File: src/rtl/axi_wr_sched.sv
// Two-client write scheduler: splits long client transfers into bounded bursts for the AXI write
// master and interleaves the clients round-robin at burst boundaries.
module axi_wr_sched #(
  parameter int unsigned ADDR_WIDTH = 26,
  parameter int unsigned DATA_WIDTH = 32,
  parameter int unsigned BURST_LEN  = 8,
  parameter int unsigned ADDR_STEP  = 2
) (
  input  logic                  clk,
  input  logic                  rst,
  input  logic                  init_end,
  input  logic                  c0_valid,
  output logic                  c0_ready,
  input  logic [ADDR_WIDTH-1:0] c0_addr,
  input  logic [15:0]           c0_beats,
  input  logic [DATA_WIDTH-1:0] c0_data,
  output logic                  c0_data_en,
  output logic                  c0_done,
  input  logic                  c1_valid,
  output logic                  c1_ready,
  input  logic [ADDR_WIDTH-1:0] c1_addr,
  input  logic [15:0]           c1_beats,
  input  logic [DATA_WIDTH-1:0] c1_data,
  output logic                  c1_data_en,
  output logic                  c1_done,
  output logic                  m_wr_trig,
  output logic [7:0]            m_wr_len,
  output logic [ADDR_WIDTH-1:0] m_wr_addr,
  output logic [DATA_WIDTH-1:0] m_wr_data,
  input  logic                  m_wr_data_en,
  input  logic                  m_wr_ready,
  input  logic                  m_wr_done
);

  typedef enum logic [1:0] {StIdle, StIssue, StWait} state_e;

  localparam logic [ADDR_WIDTH-1:0] AddrStep = ADDR_WIDTH'(ADDR_STEP);
  localparam logic [15:0]           MaxLen   = 16'(BURST_LEN);

  state_e                state_q;
  logic [1:0]            act_q;
  logic [1:0]            done_q;
  logic                  grant_q;
  logic                  last_q;
  logic                  trig_q;
  logic [7:0]            len_q;
  logic [ADDR_WIDTH-1:0] maddr_q;
  logic [ADDR_WIDTH-1:0] cur_q [2];
  logic [15:0]           rem_q [2];

  logic [1:0]            valid;
  logic [1:0]            ready;
  logic [ADDR_WIDTH-1:0] addr_in [2];
  logic [15:0]           beats_in [2];
  logic                  pick;

  assign valid       = {c1_valid, c0_valid};
  assign ready       = ~act_q & {2{init_end}};
  assign addr_in[0]  = c0_addr;
  assign addr_in[1]  = c1_addr;
  assign beats_in[0] = c0_beats;
  assign beats_in[1] = c1_beats;

  // With both channels pending, the one that did not own the last burst goes next.
  assign pick = (act_q == 2'b11) ? ~last_q : act_q[1];

  function automatic logic [7:0] burst_len(input logic [15:0] rem);
    return (rem < MaxLen) ? rem[7:0] : MaxLen[7:0];
  endfunction

  always_ff @(posedge clk) begin
    if (rst) begin
      state_q <= StIdle;
      act_q   <= '0;
      done_q  <= '0;
      grant_q <= 1'b0;
      last_q  <= 1'b1;
      trig_q  <= 1'b0;
      len_q   <= '0;
      maddr_q <= '0;
      for (int i = 0; i < 2; i++) begin
        cur_q[i] <= '0;
        rem_q[i] <= '0;
      end
    end else begin
      done_q <= '0;
      trig_q <= 1'b0;
      for (int i = 0; i < 2; i++) begin
        if (valid[i] && ready[i]) begin
          cur_q[i] <= addr_in[i];
          rem_q[i] <= beats_in[i];
          if (beats_in[i] == 16'd0) done_q[i] <= 1'b1;
          else                      act_q[i]  <= 1'b1;
        end
      end
      unique case (state_q)
        StIdle: begin
          if (init_end && m_wr_ready && (|act_q)) begin
            grant_q <= pick;
            trig_q  <= 1'b1;
            len_q   <= burst_len(rem_q[pick]);
            maddr_q <= cur_q[pick];
            state_q <= StIssue;
          end
        end
        StIssue: state_q <= StWait;
        StWait: begin
          if (m_wr_done) begin
            rem_q[grant_q] <= rem_q[grant_q] - 16'(len_q);
            cur_q[grant_q] <= cur_q[grant_q] + ADDR_WIDTH'(len_q) * AddrStep;
            last_q         <= grant_q;
            state_q        <= StIdle;
            if (rem_q[grant_q] == 16'(len_q)) begin
              act_q[grant_q]  <= 1'b0;
              done_q[grant_q] <= 1'b1;
            end
          end
        end
        default: state_q <= StIdle;
      endcase
    end
  end

  assign c0_ready   = ready[0];
  assign c1_ready   = ready[1];
  assign c0_done    = done_q[0];
  assign c1_done    = done_q[1];
  assign m_wr_trig  = trig_q;
  assign m_wr_len   = len_q;
  assign m_wr_addr  = maddr_q;
  // Data path is only meaningful once a burst has been granted.
  assign m_wr_data  = (state_q == StIdle) ? '0 : (grant_q ? c1_data : c0_data);
  assign c0_data_en = m_wr_data_en && (state_q == StWait) && !grant_q;
  assign c1_data_en = m_wr_data_en && (state_q == StWait) && grant_q;

endmodule

File: config.mk
export PLATFORM = sky130hd
export DESIGN_NAME = axi_wr_sched
export DESIGN_NICKNAME = d
export VERILOG_FILES = /design/src/rtl/axi_wr_sched.sv
export SDC_FILE = /design/constraint.sdc
export NUM_CORES = 1
export LEC_CHECK = 0
export ABC_AREA = 1
export CORE_MARGIN = 4
export CORE_UTILIZATION = 47
export DETAILED_ROUTE_END_ITERATION = 16
export PLACE_DENSITY = 0.79
export SLEW_MARGIN = 15
export SYNTH_ARGS = -nofsm -noshare
export SYNTH_HDL_FRONTEND = slang
export SYNTH_SLANG_ARGS = --single-unit
File: constraint.sdc
create_clock -name clk -period 3.1 [get_ports clk]
set_input_delay 0.62 -clock clk [delete_from_list [all_inputs] [get_ports clk]]
set_output_delay 0.62 -clock clk [all_outputs]
set_load 0.02 [all_outputs]
==> flow_summary.yaml <==
# yosys + openroad results
outcome:
  status: "complete, no violations"
floorplanning:
  io_pins: 229
  core_mm2: 0.0172
  dieHeight_um: 140
  fp.dieW_um: 140
grt:
  grt_pass1_wl_mm: 41.2
  grt_max_degree: 55
  grt-ovfl-total: 0
  use_met1_pct: 31.8
critical_path:
  crit_path_start_kind: "flip-flop"
  cp.arrival_ns: 2.35
  path_cells: "buf_6, nand2_1, a21oi_1, clkdlybuf4s50_1"
  r2r_slack_ns: 0.28
  max_stage_delay_ns: 0.69
  critPathCaptureType: "output port"
  slowest_stage: "clkdlybuf4s50_1"
  crit_type: "flip-flop to output port"
  critPathLaunch: "grant_q"
  r2r_cells: 12
  rr_endpoint: "rem_q[1][14]"
placed_design:
  dp_hpwl_mm: 20.0
  routabilityCongestion: 0.923
routing:
  wl_met1_mm: 10.3
  wl_met3_mm: 2.52
  drt_iter0_drc: 704
  dr.pass1.iters: 5
  wl_per_cell_um: 17.0
  ant_nets: 0
  highest_layer: "met4"
clock_network:
  cts_root_buffer: "clkbuf_16"
  cts_resized: 0
  postCtsHoldBufs: 0
  cts.clk_slew.worst_paths_ns: 0.06
  cts_setup_buffers: 0
  htree_levels: 4
  cts_tree: "yes"
  clockBufferDepth: 2
final_timing:
  fmax_mhz: 337
  min_period_ns: 2.97
  slew-limit-headroom_pct: 35.4
  finalSetupViolCount: 0
  setup_tns_ns: 0
  layout_worst_path_cycle_share_pct: 95.7
  worst_slew_pin_slew_ns: 0.968
  finalHoldViolations: 0
  timing.final.ws_setup_ns: 0.133
synth:
  fp_nets: 1314
  top_cells_by_area: "edfxtp_1, nand2_1, dfxtp_1"
  synth_top_area_share_pct: 30.6
  logic_family: "simple AND/OR/NAND/NOR gates"
  synth_area_mm2: 0.00824
  ys_ff: 128
  yosys_warnings: 0
  compound_area_share_pct: 13.2
  adder_share_pct: 2.91
  yosys_area_mm2: 0.00824
  async_flop_share_pct: 0
  common_cells: "nand2_1, nand3_1, a21oi_1, inv_1, edfxtp_1"
  postSynthSeqShare_pct: 41.3
  synth_top_cell_by_area: "edfxtp_1"
cells_and_area:
  nets: 1522
  layout-drive-gt1-share_pct: 7.42
  syn_to_final_growth_pct: 37.4
  max_flop_register: "cur_q"
  antennaDiodeCount: 0
power_and_ir_drop:
  swShare_pct: 27.5
  internal_power_uw: 3640
  power_frac_seq_pct: 39.7
  p_sw_uw: 1380
  p_leak_uw: 0.00469
  ir_worst_vdd_v: 0.000392
  clock_power_share_pct: 40.1
  combPwrFrac_pct: 20.3
job:
  warnings: 26
worst_hold_path:
  worstHoldPathType: "flip-flop to flip-flop"
  min_from: "m_wr_addr[8]"
  hold_end: "m_wr_addr[8]"
metrics by stage:
stage / hold slack [ns] / std cells / cell area (um2) / total power [uW] / utilization [%]
after floorplan: 0.444 / 1140 / 8240 / 2590 / -
after global placement: 0.454 / 1554 / 10700 / 3010 / 62.2
after detailed placement: 0.457 / 1554 / 10700 / 3030 / 62.2
after CTS: 0.466 / 1586 / 11300 / 5030 / 65.7
after global routing: 0.489 / 1586 / 11300 / 5220 / 65.7
final: 0.465 / 1586 / 11300 / 5030 / 65.7
area by class of cell:
type,instances,area [um2],share of cell area [%]
multi-input cells,848,4150,36.6
clock inverters,7,40.0,0.353
well taps,225,282,2.48
clock buffers,25,569,5.02
flip-flops and latches,128,3400,30.0
repair buffers,248,2490,22.0
inverters,105,397,3.50
critical path: cells and delay by family (launching register included):
| kind | cells | cell delay (ns) |
|---|---|---|
| flops | 1 | 0.47 |
| compound gates | 1 | 0.38 |
| buf+inv | 2 | 0.98 |
| simple gates | 1 | 0.09 |
power groups by stage:
| stage | Clock [uW] | Sequential, uW | Combinational (uW) |
|---|---|---|---|
| floorplan | 0 | 2020 | 564 |
| global placement | 0 | 2020 | 987 |
| detailed placement | 0 | 2030 | 1000 |
| CTS | 2030 | 1990 | 1010 |
| global route | 2110 | 2000 | 1110 |
| finish | 2010 | 1990 | 1020 |
layout by cell type (no fill, tap or decap), types with 20 or more instances in the layout:
| cell | synthesis | layout |
|---|---|---|
| a21oi_1 | 96 | 96 |
| clkbuf_16 | 0 | 20 |
| clkdlybuf4s50_1 | 0 | 227 |
| dfxtp_1 | 44 | 43 |
| edfxtp_1 | 84 | 84 |
| inv_1 | 96 | 96 |
| nand2_1 | 319 | 318 |
| nand3_1 | 164 | 163 |
| nor2_1 | 62 | 61 |
| o21ai_0 | 81 | 81 |
**Cell placement**

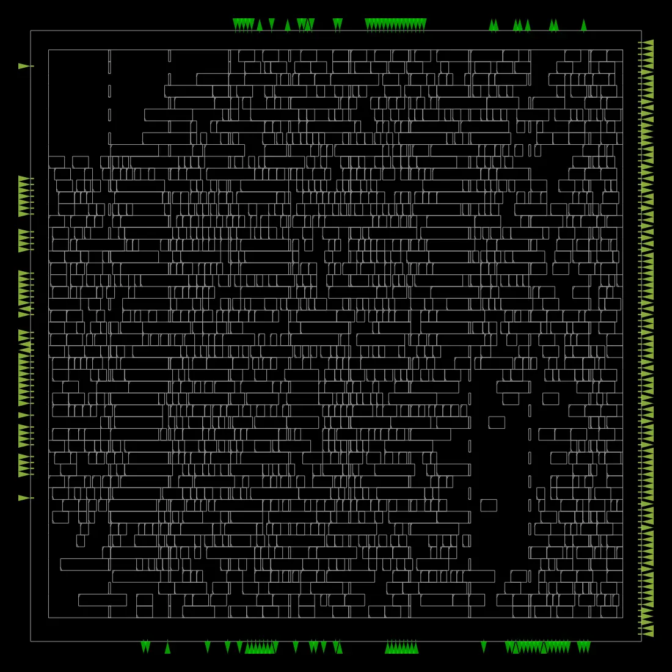
Flops: 128
post-route core utilization: 65.7%
Layout fillers: 1494
sequential share of cell area: 30.0%
post-route insts no fill: 1586

**M4 wires**

Supply wires on this layer in grey.
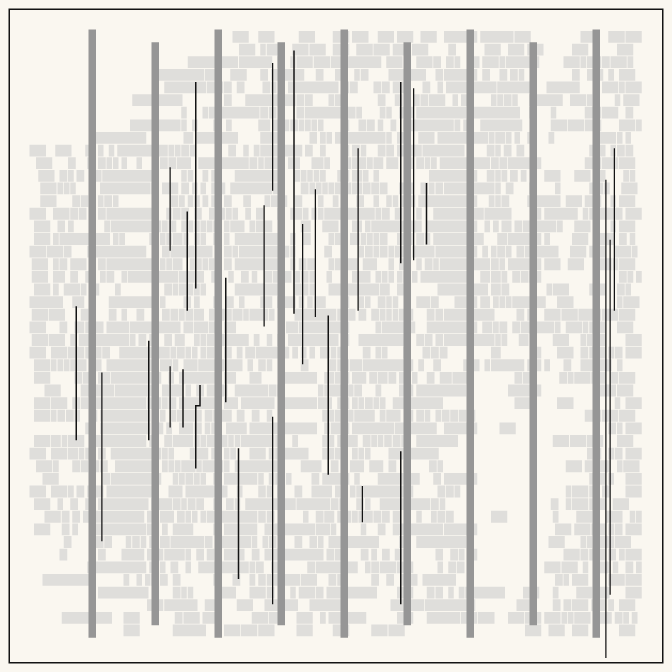
nets with wire on the layer: 21
longest straight run: 103 um
share of all routed wire: 3.3%
wire length on this layer: 884 um

**Wiring by layer**

Scale bar: 50 um.
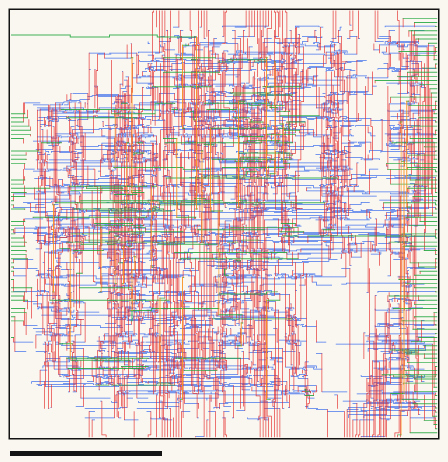
[green] met3 | wire length: 2520 um
[blue] met1 | wire length: 10300 um
[red] met2 | wire length: 13200 um
[orange] met4 | wire length: 884 um
WL final: 26.9 mm
via count: 8708
global router's overall resource usage: 26.4%

**Cells by drive strength**

Scale bar: 50 um.
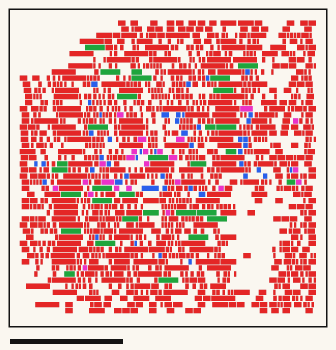
[red] drive 1 or less | cells: 1260 | share: 93% | most used: nand2_1
[blue] drive 2 | cells: 46 | share: 3.4% | most used: nand2_2
[green] drive 6 and up | cells: 31 | share: 2.3% | most used: clkbuf_16
[magenta] drive 3 to 4 | cells: 24 | share: 1.8% | most used: buf_4

No activity file was given, so power comes from the tool's default toggle rates.
